[src/rtl/alarm_mode_ctrl.sv]
// Alarm clock front-panel controller: time/alarm edit modes, time-counter load,
// alarm compare and the ring/snooze/auto-stop sequence.
module alarm_mode_ctrl #(
  parameter int RING_SEC   = 60,
  parameter int SNOOZE_SEC = 300
) (
  input  logic       clk,
  input  logic       rst,
  input  logic       sec_tick,
  input  logic       btn_mode,
  input  logic       btn_inc,
  input  logic       btn_alarm_en,
  input  logic [3:0] hourdec_now,
  input  logic [3:0] hourone_now,
  input  logic [3:0] mindec_now,
  input  logic [3:0] minone_now,
  output logic [3:0] hourdec_init,
  output logic [3:0] hourone_init,
  output logic [3:0] mindec_init,
  output logic [3:0] minone_init,
  output logic       time_load,
  output logic [7:0] alarm_hh,
  output logic [7:0] alarm_mm,
  output logic       alarm_en,
  output logic       ringing,
  output logic [2:0] mode,
  output logic       blink
);

  localparam int CNT_MAX = (RING_SEC > SNOOZE_SEC) ? RING_SEC : SNOOZE_SEC;
  localparam int CNT_W   = $clog2(CNT_MAX + 1);

  typedef enum logic [2:0] {
    RUN    = 3'd0,
    SET_TH = 3'd1,
    SET_TM = 3'd2,
    SET_AH = 3'd3,
    SET_AM = 3'd4
  } state_t;

  state_t           state;
  logic [7:0]       edit_hh;
  logic [7:0]       edit_mm;
  logic             match;
  logic             match_q;
  logic             trigger;
  logic             alarm_en_clr;
  logic             leave_run;
  logic             snoozing;
  logic [CNT_W-1:0] ring_cnt;
  logic [CNT_W-1:0] snooze_cnt;

  function automatic logic [7:0] bcd_inc_hour(input logic [7:0] v);
    logic [7:0] r;
    if (v == 8'h23)            r = 8'h00;
    else if (v[3:0] == 4'd9)   r = {v[7:4] + 4'd1, 4'd0};
    else                       r = {v[7:4], v[3:0] + 4'd1};
    return r;
  endfunction

  function automatic logic [7:0] bcd_inc_min(input logic [7:0] v);
    logic [7:0] r;
    if (v == 8'h59)            r = 8'h00;
    else if (v[3:0] == 4'd9)   r = {v[7:4] + 4'd1, 4'd0};
    else                       r = {v[7:4], v[3:0] + 4'd1};
    return r;
  endfunction

  assign mode         = state;
  assign match        = alarm_en && (state == RUN) &&
                        ({hourdec_now, hourone_now} == alarm_hh) &&
                        ({mindec_now, minone_now} == alarm_mm);
  // Edge detect gives exactly one trigger per matching minute.
  assign trigger      = match && !match_q;
  assign alarm_en_clr = btn_alarm_en && alarm_en;
  assign leave_run    = (state == RUN) && btn_mode && !ringing;

  always_ff @(posedge clk or posedge rst) begin
    if (rst) begin
      state        <= RUN;
      edit_hh      <= 8'h00;
      edit_mm      <= 8'h00;
      hourdec_init <= 4'd0;
      hourone_init <= 4'd0;
      mindec_init  <= 4'd0;
      minone_init  <= 4'd0;
      time_load    <= 1'b0;
      alarm_hh     <= 8'h00;
      alarm_mm     <= 8'h00;
      alarm_en     <= 1'b0;
      ringing      <= 1'b0;
      blink        <= 1'b0;
      match_q      <= 1'b0;
      snoozing     <= 1'b0;
      ring_cnt     <= '0;
      snooze_cnt   <= '0;
    end else begin
      time_load <= 1'b0;
      match_q   <= match;

      if (btn_alarm_en) alarm_en <= ~alarm_en;

      // Blink toggles while editing; a mode change below overrides it to 0.
      if (state != RUN && sec_tick) blink <= ~blink;

      case (state)
        RUN: begin
          if (leave_run) begin
            state   <= SET_TH;
            edit_hh <= {hourdec_now, hourone_now};
            edit_mm <= {mindec_now, minone_now};
            blink   <= 1'b0;
          end
        end
        SET_TH: begin
          if (btn_mode) begin
            state <= SET_TM;
            blink <= 1'b0;
          end else if (btn_inc) begin
            edit_hh <= bcd_inc_hour(edit_hh);
          end
        end
        SET_TM: begin
          if (btn_mode) begin
            state        <= SET_AH;
            blink        <= 1'b0;
            hourdec_init <= edit_hh[7:4];
            hourone_init <= edit_hh[3:0];
            mindec_init  <= edit_mm[7:4];
            minone_init  <= edit_mm[3:0];
            time_load    <= 1'b1;
          end else if (btn_inc) begin
            edit_mm <= bcd_inc_min(edit_mm);
          end
        end
        SET_AH: begin
          if (btn_mode) begin
            state <= SET_AM;
            blink <= 1'b0;
          end else if (btn_inc) begin
            alarm_hh <= bcd_inc_hour(alarm_hh);
          end
        end
        SET_AM: begin
          if (btn_mode) begin
            state <= RUN;
            blink <= 1'b0;
          end else if (btn_inc) begin
            alarm_mm <= bcd_inc_min(alarm_mm);
          end
        end
        default: begin
          state <= RUN;
          blink <= 1'b0;
        end
      endcase

      // Ringing only exists in RUN: entering SET_TH is blocked while ringing
      // and cancels any pending snooze, and the match requires RUN.
      if (alarm_en_clr) begin
        ringing    <= 1'b0;
        ring_cnt   <= '0;
        snoozing   <= 1'b0;
        snooze_cnt <= '0;
      end else if (trigger) begin
        ringing    <= 1'b1;
        ring_cnt   <= CNT_W'(RING_SEC);
        snoozing   <= 1'b0;
        snooze_cnt <= '0;
      end else if (leave_run) begin
        snoozing   <= 1'b0;
        snooze_cnt <= '0;
      end else if (ringing) begin
        if (btn_mode) begin
          ringing    <= 1'b0;
          ring_cnt   <= '0;
          snoozing   <= 1'b0;
          snooze_cnt <= '0;
        end else if (btn_inc) begin
          ringing    <= 1'b0;
          ring_cnt   <= '0;
          snoozing   <= 1'b1;
          snooze_cnt <= CNT_W'(SNOOZE_SEC);
        end else if (ring_cnt == '0) begin
          ringing <= 1'b0;
        end else if (sec_tick) begin
          ring_cnt <= ring_cnt - 1'b1;
        end
      end else if (snoozing) begin
        if (snooze_cnt == '0) begin
          snoozing <= 1'b0;
          ringing  <= 1'b1;
          ring_cnt <= CNT_W'(RING_SEC);
        end else if (sec_tick) begin
          snooze_cnt <= snooze_cnt - 1'b1;
        end
      end
    end
  end

endmodule

[config.mk]
export PLATFORM = sky130hd
export DESIGN_NAME = alarm_mode_ctrl
export DESIGN_NICKNAME = d
export VERILOG_FILES = /design/src/rtl/alarm_mode_ctrl.sv
export SDC_FILE = /design/constraint.sdc
export NUM_CORES = 1
export LEC_CHECK = 0
export CAP_MARGIN = 20
export CORE_UTILIZATION = 45
export DETAILED_ROUTE_END_ITERATION = 8
export GPL_TIMING_DRIVEN = 0
export PLACE_DENSITY = 0.69
export SLEW_MARGIN = 20
export SYNTH_ARGS = -nofsm -noshare
export SYNTH_HDL_FRONTEND = slang
export SYNTH_SLANG_ARGS = --single-unit
[constraint.sdc]
create_clock -name clk -period 2.4 [get_ports clk]
set_input_delay 0.48 -clock clk [delete_from_list [all_inputs] [get_ports clk]]
set_output_delay 0.48 -clock clk [all_outputs]
set_load 0.01 [all_outputs]
==> impl_metrics.tcl <==
# metrics dict for downstream scripts
set metrics [dict create \
    worst_hold_path_type "reg -> reg" \
    met3_length_um 390 \
    grt-ovfl-total 0 \
    holdWs_ns 0.512 \
    finalCritPeriodShare_pct 98.7 \
    clkTransAtPathRegs_ns 0.08 \
    power_mw 5.58 \
    placed_cell_area_um2 5100 \
    max_freq_mhz 422 \
    cp_slowest_cell "or4_1" \
    critPathBufInv 1 \
    warning_count 35 \
    slew_headroom_pct 38.5 \
    synth-edff-count 0 \
    reg2reg_depth 7 \
    ant_nets 0 \
    crit_chain "clkdlybuf4s50_1 > xnor2_1 > nand4_1 > or4_1 > o211ai_1 > nor3_1" \
    top_area_cell "dfrtp_1" \
    drt-initial-drc-count 179 \
    finalMaxSlewViolations 0 \
    fin_area_um2 5400 \
    grt_pass1_vias 3538 \
    syn-cell-area_um2 4320 \
    grt_pass1_wl_um 17100 \
    dp_hpwl_um 7540 \
    top_layer_used "met4" \
    synth_top_cell_by_count "dfrtp_1" \
    topCellsByArea "dfrtp_1 43%, ha_1 5.2%, mux2_2 4.7%" \
    stdcell_count 659 \
    cp_top_family "simple AND/OR/NAND/NOR gates" \
    whs_path_depth 1 \
    startpoint_type "input port" \
    wl_met2_um 4880 \
    dp.cells 638 \
    pg_seq_mw 2.14 \
    p_switching_mw 2.16 \
    clkPwrFrac_pct 16.1 \
    wl_per_cell_um 15.6 \
    ys_seq_share_pct 43.4 \
    maxCapViolCount 0 \
    grt_max_degree 45 \
    nets 565 \
    fin_setup_tns_ns 0 \
    cp.depth 6 \
    dieArea_um2 10000 \
    postCtsSetupBuffers 1 \
    drive_above_1_share_pct 14.3 \
    global_route.usage.met3_pct 2.86 \
    cts_hold_buf 0 \
    hold-path-endpoint "mindec_init[1]$_DFFE_PP0P_" \
    worstPathArrival_ns 2.58 \
    postSynthAreaPerCell_um2 9.63 \
    crit_start "hourone_now[2]" \
    worstHoldStart "mindec_init[1]$_DFFE_PP0P_" \
    die_w_um 100 \
    synthTopCellsByCount "75 x dfrtp_1, 39 x nand2_1, 33 x nor2_1" \
    fp_nets 489 \
    leakage_nw 2.30 \
    period_needed_ns 2.37 \
    ios 61 \
    synth_flops 75 \
    drc 0 \
    tritoncts "built" \
    fp-row-count 35 \
    reg2reg_from "mode[2]$_DFFE_PP0P_" \
    ys_cells 449 \
    status "complete, no violations" \
    busiest_layer "met2" \
    syn_inst 449 \
    die_h_um 100 \
    setup_viol 0 \
    max_stage_delay_ns 0.63 \
    power.group.top "combinational cells" \
    core_area_um2 9280 \
    worst_pin_slew_ns 0.910 \
    peakVddDrop_v 0.000665 \
    ys_chip_area_um2 4320 \
    clk_path_buf_depth 2 \
    rsz0062_at_grt "yes" \
    endpoint "snooze_cnt[2]$_DFFE_PP0P_" \
    internal-power_mw 3.42 \
    required_ns 2.61 \
    clkSinkCount 75 \
    crit_fanout 4 \
    io_buffers 59 \
    criticalPathCategory "in -> reg" \
    h-tree-depth 3 \
    powerComb_mw 2.54 \
    globalplace.congestion 0.819 \
    cts_resized 7 \
    cp-end-kind "flop" \
]
layout make-up:
cell class / count / area, um2
Multi-Input combinational cell: 341 / 2390
Sequential cell: 75 / 1880
Inverter: 20 / 77.6
Clock buffer: 12 / 155
Fill cell: 841 / 3880
Tap cell: 129 / 161
Timing Repair Buffer: 65 / 651
Buffer: 13 / 63.8
Clock inverter: 4 / 25.0
placed cells by master, fill, tap and decap left out, types with 4 or more instances in the layout:
cell type and n:
dfrtp_1 75, clkdlybuf4s50_1 58, nand2_1 38, nor2_1 32, a21oi_1 31, o21ai_0 28, xnor2_1 20, inv_1 19
mux2_2 18, ha_1 17, nor3_1 14, nand3_1 11, clkbuf_8 11, nor3b_1 9, a211oi_1 9, clkbuf_1 8
nand4_1 7, and3_1 6, a22o_1 6, a21o_1 6, or3_2 6, mux2i_1 5, buf_4 5, or2_2 4
o31ai_1 4, or3_1 4, o21a_1 4
flip-flops by register name, indices dropped and copies added (netlist names), 3 cells and up:
signal / cells
alarm_hh: 8
alarm_mm: 8
edit_hh: 8
edit_mm: 8
hourdec_init: 4
hourone_init: 4
mindec_init: 4
minone_init: 4
mode: 3
ring_cnt: 9
snooze_cnt: 9
kinds of logic after synthesis:
group / count (synthesis) / share of synthesized area, %
AND/OR/NAND/NOR: 166 / 21.2
AND-OR/OR-AND: 112 / 16.7
flip-flops: 75 / 43.4
buffers and inverters: 33 / 3.15
multiplexers: 23 / 5.85
XOR/XNOR: 22 / 4.46
adder cells (fa/ha/maj): 18 / 5.21
through the flow:
stage / setup WS (ns) / util [%]
final: 0.0314 / 58.2
after global routing: -0.0608 / 58.2
after CTS: 0.00203 / 57.3
after detailed placement: -0.527 / 54.9
after global placement: -1.31 / 54.7
after floorplan: 0.0100 / -
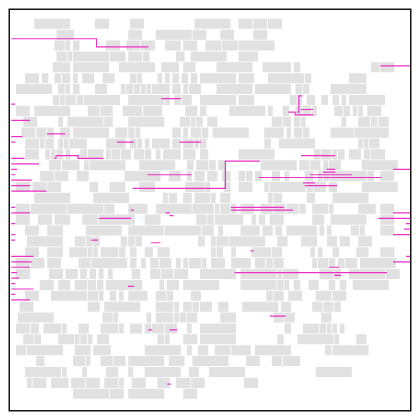
Fig. 1. Met3 routing.
Drawn at 4 px/um. Cells faint in the background.
longest straight run: 37.7 um
nets with wire on the layer: 61
main direction: horizontal
share of all routed wire: 3.8%
wire length on this layer: 390 um
Final Routed Wirelength: 10300 um
detailed-route via count: 3708

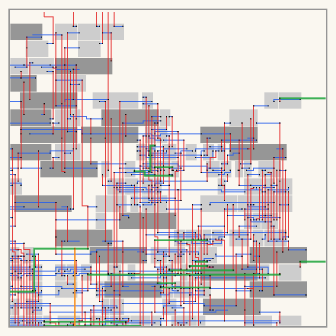
Fig. 2. Close-up of the layout.
Region (50, 50) to (100, 100) um. Cells in grey, sequential cells in the stronger grey; small squares are vias.
legend:
  orange:
    layer: metal 4
  red:
    layer: metal 2
  green:
    layer: metal 3
  blue:
    layer: metal 1
cells with their middle in the window: 121
most frequent: dfrtp_1 (20), a21oi_1 (13), clkdlybuf4s50_1 (8)
netlist names of flops here include: `ring_cnt` (9), `edit_mm` (3), `mindec_init` (2)
sequential cells in the window: 20

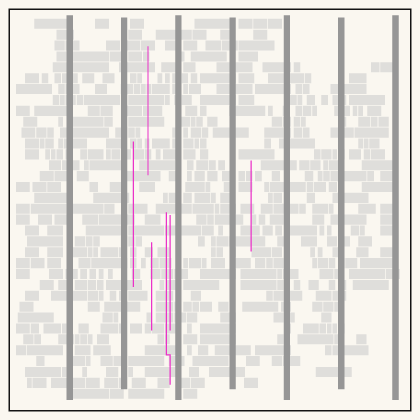
Fig. 3. The metal 4 layer.
Drawn at 4 px/um. Supply wires on this layer in grey. Cells faint in the background.
main direction: vertical
longest straight run: 36.0 um
nets with wire on the layer: 5

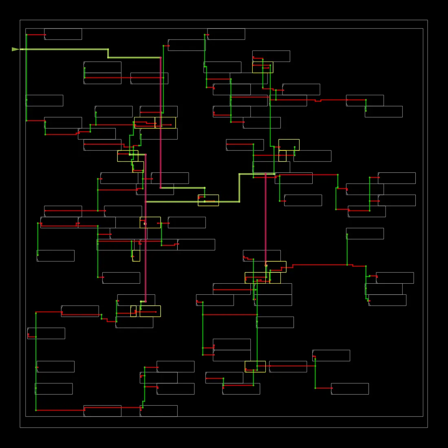
Fig. 4. The clock network.
clock buffer count: 12
clk pwr: 896 uW
CTS Buf Count: 9

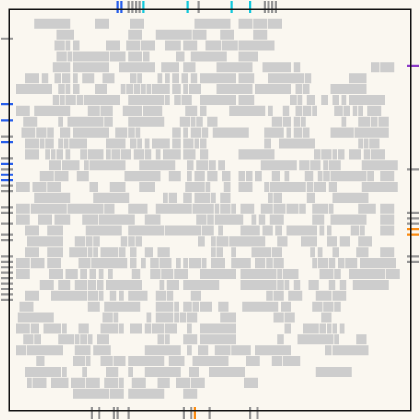
Fig. 5. Pin placement.
Drawn at 4 px/um. Pins as bars across the die edge, other pins in grey.
legend:
  orange:
    port: `mode`
    pins: 3
    direction: output
    edge: 2 right, 1 bottom
  cyan:
    port: `mindec_init`
    pins: 4
    direction: output
    edge: top
  blue:
    port: `alarm_mm`
    pins: 8
    direction: output
    edge: 6 left, 2 top
  purple:
    port: `rst`
    pins: 1
    direction: input
    edge: right

Power is estimated from default activity; no workload was simulated.
